Figure 1. Cell density map.
The die is cut into 7 by 7 equal tiles; white is low, dark blue is high, 0 to 100% covered.
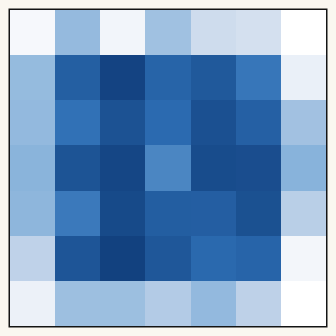
Figure 2. Cell classes on the final placement.
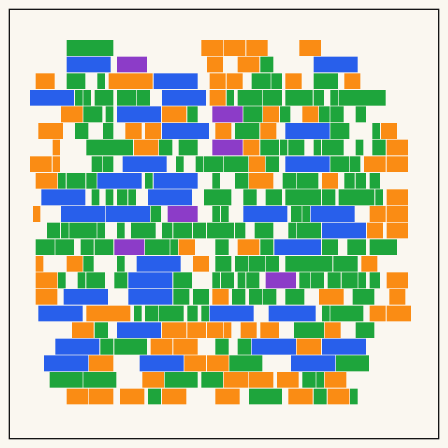
### config.mk
export PLATFORM = sky130hd
export DESIGN_NAME = inst_loader
export DESIGN_NICKNAME = d
export VERILOG_FILES = /design/src/rtl/inst_loader_pkg.sv /design/src/rtl/inst_loader_word_assembler.sv /design/src/rtl/inst_loader.sv
export SDC_FILE = /design/constraint.sdc
export NUM_CORES = 1
export LEC_CHECK = 0
export CORE_MARGIN = 3
export CORE_UTILIZATION = 43
export CTS_CLUSTER_DIAMETER = 100
export DETAILED_ROUTE_END_ITERATION = 8
export PLACE_DENSITY = 0.75
export RECOVER_POWER = 50
export REMOVE_ABC_BUFFERS = 1
export SLEW_MARGIN = 40
export SYNTH_ARGS = -nofsm -noshare
export SYNTH_HDL_FRONTEND = slang
export SYNTH_SLANG_ARGS = --single-unit
### constraint.sdc
create_clock -name Clk -period 1.8 [get_ports Clk]
set_clock_uncertainty 0.15 [all_clocks]
set_input_delay 0.27 -clock Clk [delete_from_list [all_inputs] [get_ports Clk]]
set_output_delay 0.27 -clock Clk [all_outputs]
set_load 0.02 [all_outputs]
### src/rtl/inst_loader_pkg.sv
// inst_loader_pkg: loader state encoding and bytes-per-word helper
package inst_loader_pkg;
  typedef enum logic [2:0] {IDLE, RECV, WRITE, CHK, DONE} state_t;
  function automatic int bpw(input int dw);
    return (dw + 7) / 8;
  endfunction
endpackage

### src/rtl/inst_loader_word_assembler.sv
// word_assembler: little-endian byte-to-word assembly with a byte slot counter
module word_assembler #(
  parameter int DW  = 9,
  parameter int BPW = 2
) (
  input  logic          clk,
  input  logic          rst,
  input  logic          clr,
  input  logic          en,
  input  logic [7:0]    byte_in,
  output logic          word_done,
  output logic [DW-1:0] word
);
  localparam int XW = BPW > 1 ? $clog2(BPW) : 1;
  logic [XW-1:0] idx;
  logic [DW-1:0] acc;
  // word shows the accepted byte merged in the same cycle, so the final slot is usable on completion
  for (genvar j = 0; j < DW; j++) begin : g_slot
    assign word[j] = (en && idx == XW'(j / 8)) ? byte_in[j % 8] : acc[j];
  end
  assign word_done = en && idx == XW'(BPW - 1);
  always_ff @(posedge clk) begin
    if (rst) begin
      idx <= '0;
      acc <= '0;
    end else begin
      if (clr) idx <= '0;
      else if (en) idx <= word_done ? '0 : idx + XW'(1);
      if (en) acc <= word;
    end
  end
endmodule

### src/rtl/inst_loader.sv
// inst_loader: byte stream to instruction RAM writer; INST_LOADER_CHECKSUM_EN adds an XOR checksum stage
module inst_loader
  import inst_loader_pkg::*;
#(
  parameter int IW = 10,
  parameter int DW = 9
) (
  input  logic          Clk,
  input  logic          Reset,
  input  logic          Start,
  input  logic [IW:0]   LoadLen,
  input  logic [7:0]    ByteIn,
  input  logic          ByteValid,
  output logic          ByteReady,
  output logic          WrEn,
  output logic [IW-1:0] WrAddr,
  output logic [DW-1:0] WrData,
  output logic          Busy,
  output logic          Done,
  output logic          ChkErr
);
  localparam int BPW = bpw(DW);
  localparam logic [IW:0] MAX_LEN = {1'b1, {IW{1'b0}}};
`ifdef INST_LOADER_CHECKSUM_EN
  localparam state_t FIN = CHK;
`else
  localparam state_t FIN = DONE;
`endif
  state_t state, state_n;
  logic [IW:0] words_left, len;
  logic start_acc, accept, word_done;
  logic [DW-1:0] word;
  assign len       = LoadLen > MAX_LEN ? MAX_LEN : LoadLen;
  assign start_acc = Start && (state == IDLE || state == DONE);
  assign ByteReady = state == RECV || state == CHK;
  assign accept    = ByteValid && ByteReady;
  assign WrEn      = state == WRITE;
  assign WrData    = word;
  assign Busy      = state == RECV || state == WRITE || state == CHK;
  assign Done      = state == DONE;
  word_assembler #(.DW(DW), .BPW(BPW)) u_asm (
    .clk      (Clk),
    .rst      (Reset),
    .clr      (start_acc),
    .en       (accept),
    .byte_in  (ByteIn),
    .word_done(word_done),
    .word     (word)
  );
  always_comb begin
    state_n = state;
    case (state)
      IDLE, DONE: if (start_acc) state_n = len == '0 ? FIN : RECV;
      RECV:       if (word_done) state_n = WRITE;
      WRITE:      state_n = words_left == (IW+1)'(1) ? FIN : RECV;
      CHK:        if (word_done) state_n = DONE;
      default:    state_n = IDLE;
    endcase
  end
  always_ff @(posedge Clk) begin
    if (Reset) begin
      state      <= IDLE;
      words_left <= '0;
      WrAddr     <= '0;
    end else begin
      state <= state_n;
      if (start_acc) begin
        words_left <= len;
        WrAddr     <= '0;
      end else if (WrEn) begin
        words_left <= words_left - (IW+1)'(1);
        WrAddr     <= WrAddr + IW'(1);
      end
    end
  end
`ifdef INST_LOADER_CHECKSUM_EN
  logic [DW-1:0] xor_q;
  logic chk_err_q;
  always_ff @(posedge Clk) begin
    if (Reset || start_acc) begin
      xor_q     <= '0;
      chk_err_q <= 1'b0;
    end else begin
      if (WrEn) xor_q <= xor_q ^ WrData;
      if (state == CHK && word_done) chk_err_q <= word != xor_q;
    end
  end
  assign ChkErr = chk_err_q;
`else
  assign ChkErr = 1'b0;
`endif
endmodule

==> deck_impl_summary.md <==
Flow Results at a Glance

Run status
  • Outcome: complete, but fails checks
  • Failing checks: setup timing

CTS
  • CTS Hold Bufs: 0
  • Clk sinks: 34
  • CTS H-Tree Depth: 2
  • Clock Path Buffers: 2
  • Setup bufs post-CTS: 4
  • Num CTS Buffers: 5
  • CTS tree: built
  • CTS resizes: 93
  • Worst-Skew Late Latency: 280 ps
  • Clock Tree Root: clkbuf_8
  • Worst-path clk slew: 60 ps

Pwr
  • Combinational cell power: 0.468 mW
  • Net Sw Frac: 27.2%
  • Cell Pwr Density: 658 nW/µm²
  • Sequential Power: 0.805 mW
  • Sw Pwr: 0.496 mW
  • Total power: 1.82 mW
  • P_int: 1.33 mW
  • Top pwr grp: sequential cells
  • Clock power frac: 30.1%
  • Clk power: 0.549 mW
  • Peak supply drop: 336 µV
  • Pleak: 1.12 nW
  • Sequential power share: 44.2%
  • Combinational Power Share: 25.7%

Hold path
  • Hold path depth: 2
  • Hold Path Sink: WrAddr[9]
  • Hold WC Path Type: reg2reg
  • Worst Hold Launch: WrAddr[9]

Worst setup path
  • Crit path cell chain: nor2b_4 > and3b_2 > buf_6 > mux2_4 > buf_6
  • Crit start category: flip-flop
  • Top delay family on crit path: simple AND/OR/NAND/NOR gates
  • CP endpoint: WrData[7]
  • CP peak stage delay: 320 ps
  • Arrival time worst endpoint: 1560 ps
  • Req. time, crit path: 1380 ps
  • Crit Path Class: reg2out
  • Endpoint class of the critical path: primary output
  • Slowest cell on crit path: dfxtp_2
  • Critical path fanouts, max: 4
  • CP Launch Point: state[0]
  • Levels on crit path: 5
  • Most common cell on crit path: buf_6
  • R2R Path End: words_left[8]
  • Worst-case reg-to-reg path depth: 4
  • Worst reg-to-reg setup slack: -120 ps
  • RR Startpoint: words_left[2]
  • Buffers and inverters on the worst path: 2

Die
  • Top Ports: 47
  • # Taps: 48
  • Die X: 70.1 µm
  • Die Y: 70.1 µm
  • Die Size: 4920 µm²
  • Row count: 22

Finish
  • Inverters: 7
  • Clock Buffer Count: 6
  • Mi-comb count: 152
  • Synth-to-layout area growth: 56.6%
  • Share of cells above drive strength 1: 30.2%
  • Final-layout clock-cell area share: 2.98%
  • Fillers: 289
  • Layout non-clock buf frac: 27.3%
  • Leading cell kind: multi-input combinational cells
  • Sequential cell area: 684 µm²
  • Post-Layout Cell Count: 329
  • MI comb area: 1160 µm²
  • Ant diodes: 0
  • Dominant logic cell type in the layout: dfxtp_1
  • Layout Nets: 308
  • Top cells excl fill/tap: dfxtp_1, buf_4, clkdlybuf4s50_1, nor2_1, buf_6
  • Seq area share: 24.7%
  • Non-clk bufs: 82
  • Flop count: 34
  • Comb/total area: 41.8%

Logic synthesis
  • Synth Seq Share: 38.5%
  • Avg Cell Area, Syn: 8.63 µm²
  • Commonest cells in the synthesized netlist: dfxtp_1, nor2_1, nand2_1
  • Yosys synthesis chip area: 1770 µm²
  • Post-synth ARST share: 0%
  • Post-synth EDFFs: 0
  • Post-synthesis instance area: 1770 µm²
  • Top non-seq family: simple AND/OR/NAND/NOR gates
  • Top cells, area: dfxtp_1, mux2_2, nor2_1
  • Synth warn: 0
  • Cell count after synthesis: 205
  • Mux share: 6.36%
  • Synth top cell by count: dfxtp_1
  • Yosys adder share: 2.12%
  • Post-synth regs: 34
  • Cell taking the most area after synthesis: dfxtp_1
  • Yosys xor share: 4.95%
  • # Cells Yosys: 205
  • Basic Gates by Area: 28.0%
  • Cell Type Count: 49
  • Top cell area share: 38.5%
  • Aoi share: 15.4%
  • Ys flop type: dfxtp_1

Routing
  • Max Used Layer: met4
  • Antenna-violating nets left: 0
  • Via count: 1839
  • Met2 WL: 2490 µm
  • 1st-iter DRT viols: 162
  • Routed wl met3: 315 µm
  • Post-Route WL: 5180 µm
  • DR pass1 iterations: 4
  • Remaining DRCs: 0
  • Via density: 5.59
  • DRT met1 WL: 2270 µm
  • Wire per inst: 15.7 µm

Final timing
  • Worst setup margin: -178 ps
  • Final period utilization: 110%
  • Fin. Hold Viols: 0
  • Fmax: 0.506 GHz
  • Final worst path period need: 1980 ps
  • Final setup violation count: 15
  • Max-slew violation count: 0
  • RSZ-0062 raised after global routing: true

Place
  • GPL Wtd Cong: 0.863
  • Placed wire-length estimate: 3490 µm
  • Placed Cells: 319
  • I/O Buffers: 45

Global routing
  • Largest net degree at the start of global routing: 26
  • Grt total ovfl: 0
  • All-Layer GR Usage: 21.2%
  • Global-route wire length before repair: 8620 µm
  • Vias in the first global route: 1894
  • Antenna violations before repair: 0

Job
  • Tool Warnings: 28
  • Max Cap Viol: 0
Back to the opening pictures, Figure 1:
43% of the tiles are over 75% full. The mean over all tiles is 55%. 4.1% of the tiles are nearly empty. The densest ninth of the die: centre. The fullest tile reaches 93%.
Core Footprint: 3800 µm²
FP Core Util: 46.6%
utilization after layout: 73.0%

Back to the opening pictures, Figure 2:
remaining buffers and delay cells: marked orange, cells 82. remaining logic cells: marked green, cells 159. clock drivers and dummy loads: marked purple, cells 6. registers: marked blue, cells 34.

metrics by stage:
stage / TNS (ps) / setup WS, ps / area, µm² / hold WS (ps)
CTS: -1740 / -221 / 2730 / 361
global placement: -8020 / -581 / 2500 / 348
detailed placement: -8780 / -606 / 2500 / 359
finish: -1790 / -178 / 2770 / 369
floorplan: -8600 / -453 / 1720 / 189
global route: -2810 / -229 / 2770 / 389
layer usage:
metal | up-vias | GRT usage, %
met5 | - | 0
met4 | 0 | 8.30
met3 | 13 | 6.47
met2 | 60 | 34.5
met1 | 874 | 26.1
li1 | 892 | -
registers in the layout, summed over array words and instances (netlist names):
name and cells:
u_asm.acc 9, WrAddr 10, words_left 11, u_asm.idx 1, state 3
worst min-delay path, cell delays in order (launching register included):
cell and delay, ps:
dfxtp_1 340, xnor2_1 70, nor2_1 80
Power is estimated from default activity; no workload was simulated.
